Figure 1. Metal 4.
The bar under the picture is 100 um long.
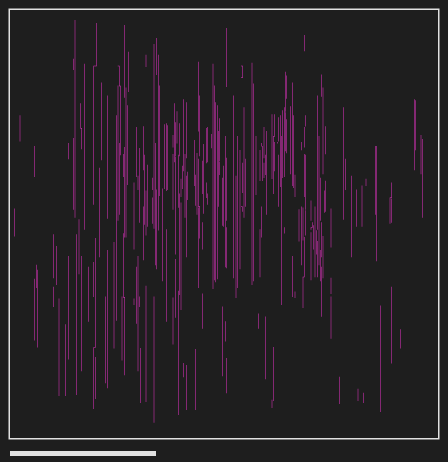
Figure 2. The clock network.
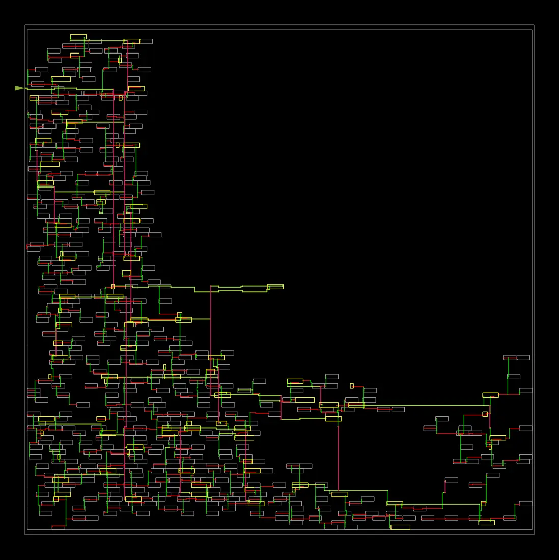
Figure 3. Clock wires, drivers and flops.
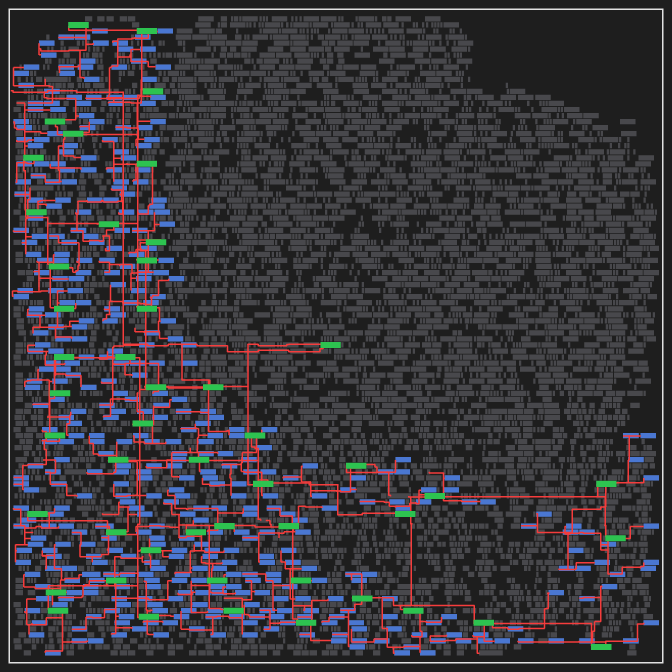
**src/rtl/filter_scheduler.sv**
```systemverilog
// Time-multiplexed first-order IIR scheduler: walks the sample ROM and runs each sample
// through one shared MAC per channel, emitting offset-biased results over ready/valid.
module filter_scheduler #(
  parameter int          N_CH         = 2,
  parameter int          ADDR_W       = 15,
  parameter int          FRAC         = 16,
  parameter int          SAMPLE_COUNT = 20000,
  parameter logic [31:0] OUT_OFFSET   = 32'h003FFFFF,
  localparam int         CH_W         = (N_CH > 1) ? $clog2(N_CH) : 1
) (
  input  logic              clk,
  input  logic              rst,
  input  logic              start,
  input  logic              cfg_we,
  input  logic [CH_W-1:0]   cfg_ch,
  input  logic [1:0]        cfg_sel,
  input  logic [31:0]       cfg_data,
  output logic [ADDR_W-1:0] rom_addr,
  input  logic [31:0]       rom_q,
  output logic              out_valid,
  input  logic              out_ready,
  output logic [CH_W-1:0]   out_ch,
  output logic [31:0]       out_data,
  output logic              busy,
  output logic              done
);

  // state | meaning
  // IDLE  | waiting for start
  // FETCH | rom_addr presented to the ROM
  // WAIT  | ROM data valid, captured into x
  // B0    | acc = b0*x
  // B1    | acc += b1*x1
  // A1    | acc += a1*y1, result registered
  // OUT   | result offered until handshake
  // DONE  | one-cycle end-of-run pulse
  typedef enum logic [2:0] {
    S_IDLE, S_FETCH, S_WAIT, S_B0, S_B1, S_A1, S_OUT, S_DONE
  } state_t;

  state_t              state_q, state_d;
  logic [ADDR_W-1:0]   rom_addr_q, rom_addr_d;
  logic [CH_W-1:0]     c_q, c_d;
  logic [31:0]         x_q, x_d;
  logic [31:0]         x1_q, x1_d;
  logic [31:0]         y_q, y_d;
  logic [31:0]         out_data_q, out_data_d;
  logic [63:0]         acc_q, acc_d;
  logic [31:0]         b0_q [N_CH];
  logic [31:0]         b0_d [N_CH];
  logic [31:0]         b1_q [N_CH];
  logic [31:0]         b1_d [N_CH];
  logic [31:0]         a1_q [N_CH];
  logic [31:0]         a1_d [N_CH];
  logic [31:0]         y1_q [N_CH];
  logic [31:0]         y1_d [N_CH];

  logic [31:0]         mul_a, mul_b;
  logic [63:0]         prod;
  logic [63:0]         sum;

  // Low 64 bits of the sign-extended product equal the signed 32x32 product.
  assign prod = {{32{mul_a[31]}}, mul_a} * {{32{mul_b[31]}}, mul_b};

  assign rom_addr  = rom_addr_q;
  assign out_valid = (state_q == S_OUT);
  assign out_ch    = c_q;
  assign out_data  = out_data_q;
  assign busy      = (state_q != S_IDLE) && (state_q != S_DONE);
  assign done      = (state_q == S_DONE);

  always_comb begin
    state_d    = state_q;
    rom_addr_d = rom_addr_q;
    c_d        = c_q;
    x_d        = x_q;
    x1_d       = x1_q;
    y_d        = y_q;
    out_data_d = out_data_q;
    acc_d      = acc_q;
    b0_d       = b0_q;
    b1_d       = b1_q;
    a1_d       = a1_q;
    y1_d       = y1_q;
    mul_a      = '0;
    mul_b      = '0;
    sum        = '0;

    case (state_q)
      S_IDLE: begin
        if (start) begin
          state_d    = S_FETCH;
          rom_addr_d = '0;
          x1_d       = '0;
          for (int i = 0; i < N_CH; i++) y1_d[i] = '0;
        end
      end
      S_FETCH: state_d = S_WAIT;
      S_WAIT: begin
        x_d     = rom_q;
        c_d     = '0;
        state_d = S_B0;
      end
      S_B0: begin
        mul_a   = b0_q[c_q];
        mul_b   = x_q;
        acc_d   = prod;
        state_d = S_B1;
      end
      S_B1: begin
        mul_a   = b1_q[c_q];
        mul_b   = x1_q;
        acc_d   = acc_q + prod;
        state_d = S_A1;
      end
      S_A1: begin
        mul_a      = a1_q[c_q];
        mul_b      = y1_q[c_q];
        sum        = acc_q + prod;
        acc_d      = sum;
        y_d        = sum[FRAC+31:FRAC];
        out_data_d = sum[FRAC+31:FRAC] + OUT_OFFSET;
        state_d    = S_OUT;
      end
      S_OUT: begin
        y1_d[c_q] = y_q;
        if (out_ready) begin
          if (c_q != CH_W'(N_CH - 1)) begin
            c_d     = c_q + CH_W'(1);
            state_d = S_B0;
          end else begin
            x1_d = x_q;
            if (rom_addr_q == ADDR_W'(SAMPLE_COUNT - 1)) begin
              state_d = S_DONE;
            end else begin
              rom_addr_d = rom_addr_q + ADDR_W'(1);
              state_d    = S_FETCH;
            end
          end
        end
      end
      S_DONE: begin
        rom_addr_d = '0;
        state_d    = S_IDLE;
      end
      default: state_d = S_IDLE;
    endcase

    // Coefficient writes land only while idle (including the cycle start is accepted).
    if (cfg_we && !busy && (int'(cfg_ch) < N_CH)) begin
      case (cfg_sel)
        2'd0:    b0_d[cfg_ch] = cfg_data;
        2'd1:    b1_d[cfg_ch] = cfg_data;
        2'd2:    a1_d[cfg_ch] = cfg_data;
        default: ;
      endcase
    end
  end

  always_ff @(posedge clk) begin
    if (rst) begin
      state_q    <= S_IDLE;
      rom_addr_q <= '0;
      c_q        <= '0;
      x_q        <= '0;
      x1_q       <= '0;
      y_q        <= '0;
      out_data_q <= '0;
      acc_q      <= '0;
      for (int i = 0; i < N_CH; i++) begin
        b0_q[i] <= '0;
        b1_q[i] <= '0;
        a1_q[i] <= '0;
        y1_q[i] <= '0;
      end
    end else begin
      state_q    <= state_d;
      rom_addr_q <= rom_addr_d;
      c_q        <= c_d;
      x_q        <= x_d;
      x1_q       <= x1_d;
      y_q        <= y_d;
      out_data_q <= out_data_d;
      acc_q      <= acc_d;
      for (int i = 0; i < N_CH; i++) begin
        b0_q[i] <= b0_d[i];
        b1_q[i] <= b1_d[i];
        a1_q[i] <= a1_d[i];
        y1_q[i] <= y1_d[i];
      end
    end
  end

endmodule

```
**config.mk**
```make
export PLATFORM = sky130hd
export DESIGN_NAME = filter_scheduler
export DESIGN_NICKNAME = d
export VERILOG_FILES = /design/src/rtl/filter_scheduler.sv
export SDC_FILE = /design/constraint.sdc
export NUM_CORES = 2
export LEC_CHECK = 0
export ABC_AREA = 0
export CORE_UTILIZATION = 60
export DETAILED_ROUTE_END_ITERATION = 6
export PLACE_DENSITY_LB_ADDON = 0.15
export SLEW_MARGIN = 20
export SYNTH_ARGS = -nofsm -noshare
export SYNTH_HDL_FRONTEND = slang
export SYNTH_SLANG_ARGS = --single-unit
```
**constraint.sdc**
```tcl
create_clock -name clk -period 24.9 [get_ports clk]
set_input_delay 4.98 -clock clk [delete_from_list [all_inputs] [get_ports clk]]
set_output_delay 4.98 -clock clk [all_outputs]
set_load 0.01 [all_outputs]
```
==> results.cfg <==
; generated from flow reports
[status]
status = finished, final reports clean

[timing]
finalHoldViolCount = 0
fmax_ghz = 0.0755
setup_viol = 0
grt_setup_unrepaired = no
finalMaxSlewViolations = 0
worst_pin_slew_ns = 1.28
fin_crit_sh = 0.532
relSlewSlack = 0.144
finalCriticalPeriod_ns = 13.25
fin_tns_setup_ns = 0

[pwr]
power.static_leakage_uw = 0.0237
peakVddDrop_mv = 0.0523
powerDensity_nw_per_um2 = 30.9

[yosys]
edf_count = 0
xor_share = 0.0266
top_logic_kind = adder cells
yosysWarnings = 0
synthCells = 6116
ys_chip_area_um2 = 51100
syn_area_um2 = 51100
simple_gate_area_frac = 0.172
ys_sh_aoi = 0.138
synth.distinct_cells = 108
synth-seq-cells = 451
synthAdderAreaFrac = 0.382
ys_seq_frac = 0.177
ys_sh_mux = 0.00770
flop_cell = dfxtp_1
synthDominantCellAreaShare = 0.329
ys_cells = 6116
top_cells_by_area = fa_1 33%, dfxtp_1 18%, nand2_1 8.0%
yosys.area.top_type = fa_1
syn_avg_cell_area_um2 = 8.35
synthesis.nets = 7244
async_reset_ff_frac = 0

[detailed_routing]
dr.first_iter.drc_count = 4638
avgRoutedWirePerCell_um = 23.3
drt-vias-per-instance = 6.07
vias = 43758
drc = 0
ant_nets = 0
drt-total-wl_um = 168000
first_pass_iters = 6

[cells_and_area]
syn_to_final_growth_pct = 7.68
nFillCells = 7217
layout.nets = 7161
regArea_um2 = 9040
logic_area_um2 = 37200
fin_cells = 7208
final_cell_area_um2 = 55000
layout-drive-gt1-share = 0.0489

[die]
die_h_um = 294
die_area_um2 = 86300
coreArea_um2 = 84000
fp-row-count = 106
pin_count = 123
fp-utilization = 0.608
die_w_um = 294

[critical_path]
cpPeakStageDelay_ns = 0.70
critPathSlowestCell = buf_4
worstSetupPathType = reg -> reg
cp-end-kind = register
critPathLaunchType = register
required_ns = 25.41
crit_top_cell = fa_1
worstPathArrival_ns = 13.76
crit_path_max_fanout = 59

[grt]
antenna_found_initial = 5
grt_usage = 0.394
grt_max_degree = 240
overflow = 0
grt_pass1_vias = 43529
grt_pass1_wl_um = 257000

[placed_design]
numPlacedInstances = 7115
io_buffer_count = 122
hpwl_um = 122000
routabilityCongestion = 1.01
dpl-instance-area_um2 = 53200

[clock_tree]
cts_tree = yes
clock_path_buffers = 3
cts_root_buf = clkbuf_16
cts_resized = 0
clkLatencyLatePin_ns = 0.61
clkSlewWorstSetupHoldPaths_ns = 0.06
holdBufCountCts = 0
post-cts-setup-buffers = 0
htreeDepth = 2

[run]
warnings = 32
maxCapViolCount = 0

[worst_hold_path]
hp-class = reg -> reg
-- Figure 1 (at the start) --
The longest straight run is 154 um. The layer carries 9870 um of wire. 149 nets have wire on it.

-- Figure 2 (at the start) --
Seq cells: 451
# clock sinks: 451
clock-net power: 778 uW
Clock Skews: 0.0188 ns
CTS Buf Count: 49

-- Figure 3 (at the start) --
Key: green = cells driving clock nets [count 49]; red = clock wires [length 5910 um]; blue = flip-flops [count 451]
There are 50 routed clock nets.

-- critical path, delay by kind of cell (launching register included) --
kind | cells | cell delay, ns
buffers and inverters | 8 | 2.06
adders and majority gates | 10 | 4.66
xor gates and xnor gates | 3 | 0.67
and+or+nand+nor | 10 | 2.30
DFF | 1 | 0.31
AOI/OAI and AO/OA | 10 | 3.06
-- power breakdown --
group	switching (uW)	internal (uW)
Sequential	14.4	733
Clock	316	462
Combinational	122	49.1
Total	453	1240
-- path summary, 6_finish.rpt --
check | from | to | slack [ns] | cells past startpoint
setup reg to reg | state_q[2] | out_data[30] | 11.65 | 41
setup / recovery | state_q[2] | out_data[30] | 11.65 | 41
hold reg to reg | b0_q[20] | b0_q[20] | 0.45 | 2
hold / removal | b0_q[20] | b0_q[20] | 0.45 | 2
-- registers in the layout, summed over array words and instances (netlist names), 48 cells and up --
| register | cells |
|---|---|
| acc_q | 48 |
| b1_q | 64 |
| y1_q | 64 |
| b0_q | 64 |
| a1_q | 64 |
-- metal layers --
layer / wire length [um] / up-vias / track usage
met3: 18600 / 503 / 0.0887
li1: - / 19116 / -
met4: 9870 / 4 / 0.196
met2: 74500 / 2421 / 0.605
met1: 65200 / 21714 / 0.525
met5: 33 / - / 0
-- Yosys cell counts (9+ instances only) --
cell          n
nand2_1    1083
inv_1       890
fa_1        840
nor2_1      681
dfxtp_1     451
a21oi_1     421
clkbuf_1    311
ha_1        216
a22oi_1     126
a22o_1       96
xnor2_1      92
o21ai_0      81
a21o_1       68
nand3_1      62
and2_1       56
xor2_1       45
nor2b_1      40
a211oi_1     38
nand2b_1     38
mux2i_1      37
buf_1        34
and3_1       28
o21a_1       27
nor3_1       25
buf_2        21
a221oi_1     17
nand4_1      17
a2111oi_0    14
o21ai_1      14
or3_1        14
o21bai_1     13
nor4_1       12
o211ai_1     10
buf_4         9
nand3b_1      9
-- placed cells by master, fill, tap and decap left out, drive strengths merged, types with 13 or more instances in the layout --
cell type / count
o21ai: 96
nand2b: 38
a22oi: 132
a2111oi: 14
nand3: 63
a21oi: 425
inv: 891
or3: 14
o21a: 27
xor2: 45
nand4: 18
clkdlybuf4s50: 121
nor2: 681
a221oi: 22
a211oi: 45
o21bai: 13
a21o: 68
dfxtp: 451
nor3: 25
and2: 57
xnor2: 94
nand2: 1086
ha: 216
fa: 840
nor2b: 40
a22o: 96
nor4: 14
buf: 128
mux2i: 37
clkbuf: 70
and3: 28
-- layout make-up --
type                            count  area share
Clock buffer                       70      0.0259
Tap cell                         1134      0.0258
Clock inverter                     19     0.00535
Antenna cell                        3    0.000137
Multi-Input combinational cell   4390       0.677
Inverter                          892      0.0609
Timing Repair Buffer              249      0.0402
Sequential cell                   451       0.164
-- stage by stage --
| stage | worst slack, ns | hold slack, ns | total power, uW | utilization |
|---|---|---|---|---|
| final | 11.65 | 0.452 | 1700 | 0.655 |
| after global routing | 10.94 | 0.465 | 1740 | 0.655 |
| after CTS | 11.81 | 0.452 | 1700 | 0.654 |
| after detailed placement | 11.84 | 0.444 | 929 | 0.634 |
| after global placement | 12.09 | 0.438 | 927 | 0.634 |
| after floorplan | 12.95 | 0.432 | 861 | - |
No activity file was given, so power comes from the tool's default toggle rates.
